Design pwm_duty_capture, sky130hd; sources not shown.
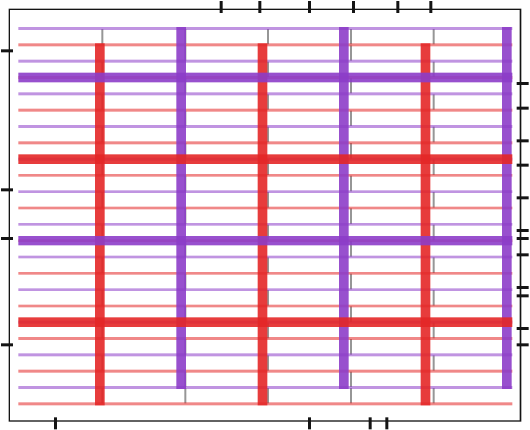
floorplan.png
Scale: 6 px per µm. Pins as bars on the die edge. Tap cells in gray.
- purple: VDD
- red: VSS
- met5 straps: 4
- signal pins: 26
peak supply drop: 0.508 mV
Die W: 85.0 µm
Core Area: 5150 µm²
Die Ht: 68.4 µm

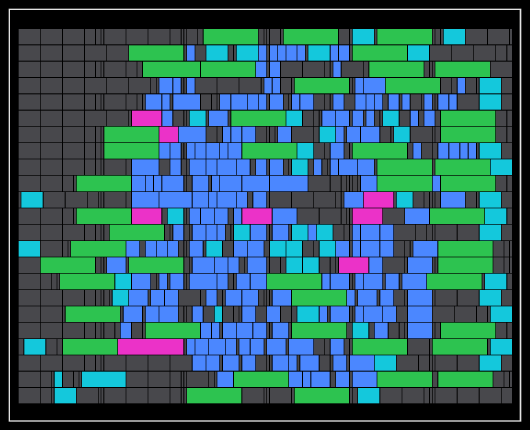
class_map.png
Scale: 6 px per µm. Fill, decap, tap and diode cells in gray.
- blue: remaining logic cells (cells 203; share of their area 43%)
- green: sequential cells (cells 47; share of their area 39%)
- magenta: clock drivers and dummy loads (cells 8; share of their area 4.0%)
- cyan: remaining buffers and delay cells (cells 49; share of their area 14%)
flop share of the area: 0.377
design area: 3120 µm²
post-layout util: 0.606

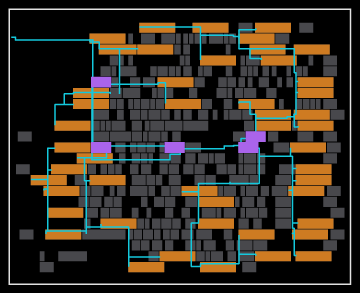
clock_wires.png
Scale: 4 px per µm.
- purple: clock-net drivers (count 5)
- orange: flip-flops (count 47)
- cyan: clock wires (length 525 µm)
- flops lie: widely spread
Late-Pin Clk Latency: 0.30 ns
Max Clock Skew: 0.0121 ns
Clk pwr share: 0.226
P_clk: 0.694 mW

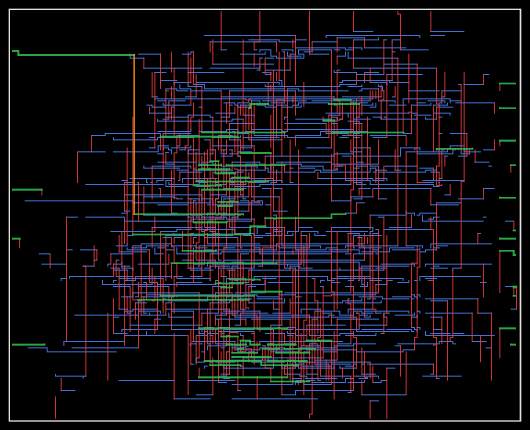
layers.png
Scale: 6 px per µm.
- orange: M4 (wire length 26.5 µm)
- blue: M1 (wire length 2990 µm)
- red: M2 (wire length 2430 µm)
- green: M3 (wire length 413 µm)
detailed-route via count: 2271
final wirelength: 5.86 mm
DR WL/cell: 15.9 µm
All-Layer GR Usage: 0.213

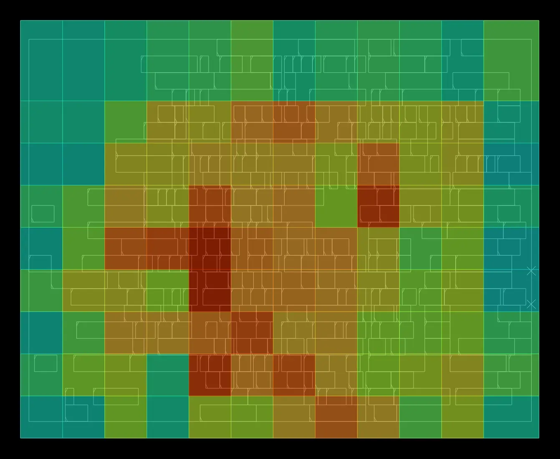
congestion_map.png
busiest grt layer: met1
global routing usage on met2: 0.308
M3 GR Usage: 0.0410
met1 Use GR: 0.321

==> results_dict.tcl <==
# place-and-route summary
set metrics [dict create \
    status "finished with violations" \
    violations "design-rule violations" \
    fin_total_pwr_mw 3.08 \
    placed_cell_area_um2 2980 \
    yosys.area_share.simple 0.225 \
    synthCells 271 \
    cts_buffer_depth 2 \
    bufAreaShareNonClock 0.140 \
    dpl.cell_count 360 \
    routed.top_layer "met4" \
    post_cts_resized 0 \
    clock-root-buffer "clkbuf_8" \
    grt_max_degree 26 \
    diodes 0 \
    end_kind "register" \
    setup_viol 0 \
    setup_ws_ns 0.0743 \
    warning_count 29 \
    fin_cells 369 \
    ff_latch_area_um2 1180 \
    preCtsSetupSlack_ns 0.0594 \
    switching_power_mw 1.06 \
    ctsHtreeMaxLevel 2 \
    comb_share 0.399 \
    min_path_type "reg -> reg" \
    n_all_inverters 16 \
    synth_top_flop_cell "dfrtp_1" \
    synth_area_leader_cell "dfrtp_1" \
    post-route-period-util 0.965 \
    seqPwrFrac 0.383 \
    fillers 435 \
    synth-edff-count 0 \
    ys_top_cells_by_count "dfrtp_1, nand2_1, nand3_1" \
    numCtsBuffers 5 \
    reg2reg_depth 4 \
    route.detailed.drc 2 \
    wl_met1_mm 2.99 \
    io_buffers 25 \
    worstSetupPathType "reg -> reg" \
    power_density_nw_per_um2 987 \
    grt_pass1_vias 1931 \
    worst_slew_pin_slew_ns 1.28 \
]
Power is estimated from default activity; no workload was simulated.
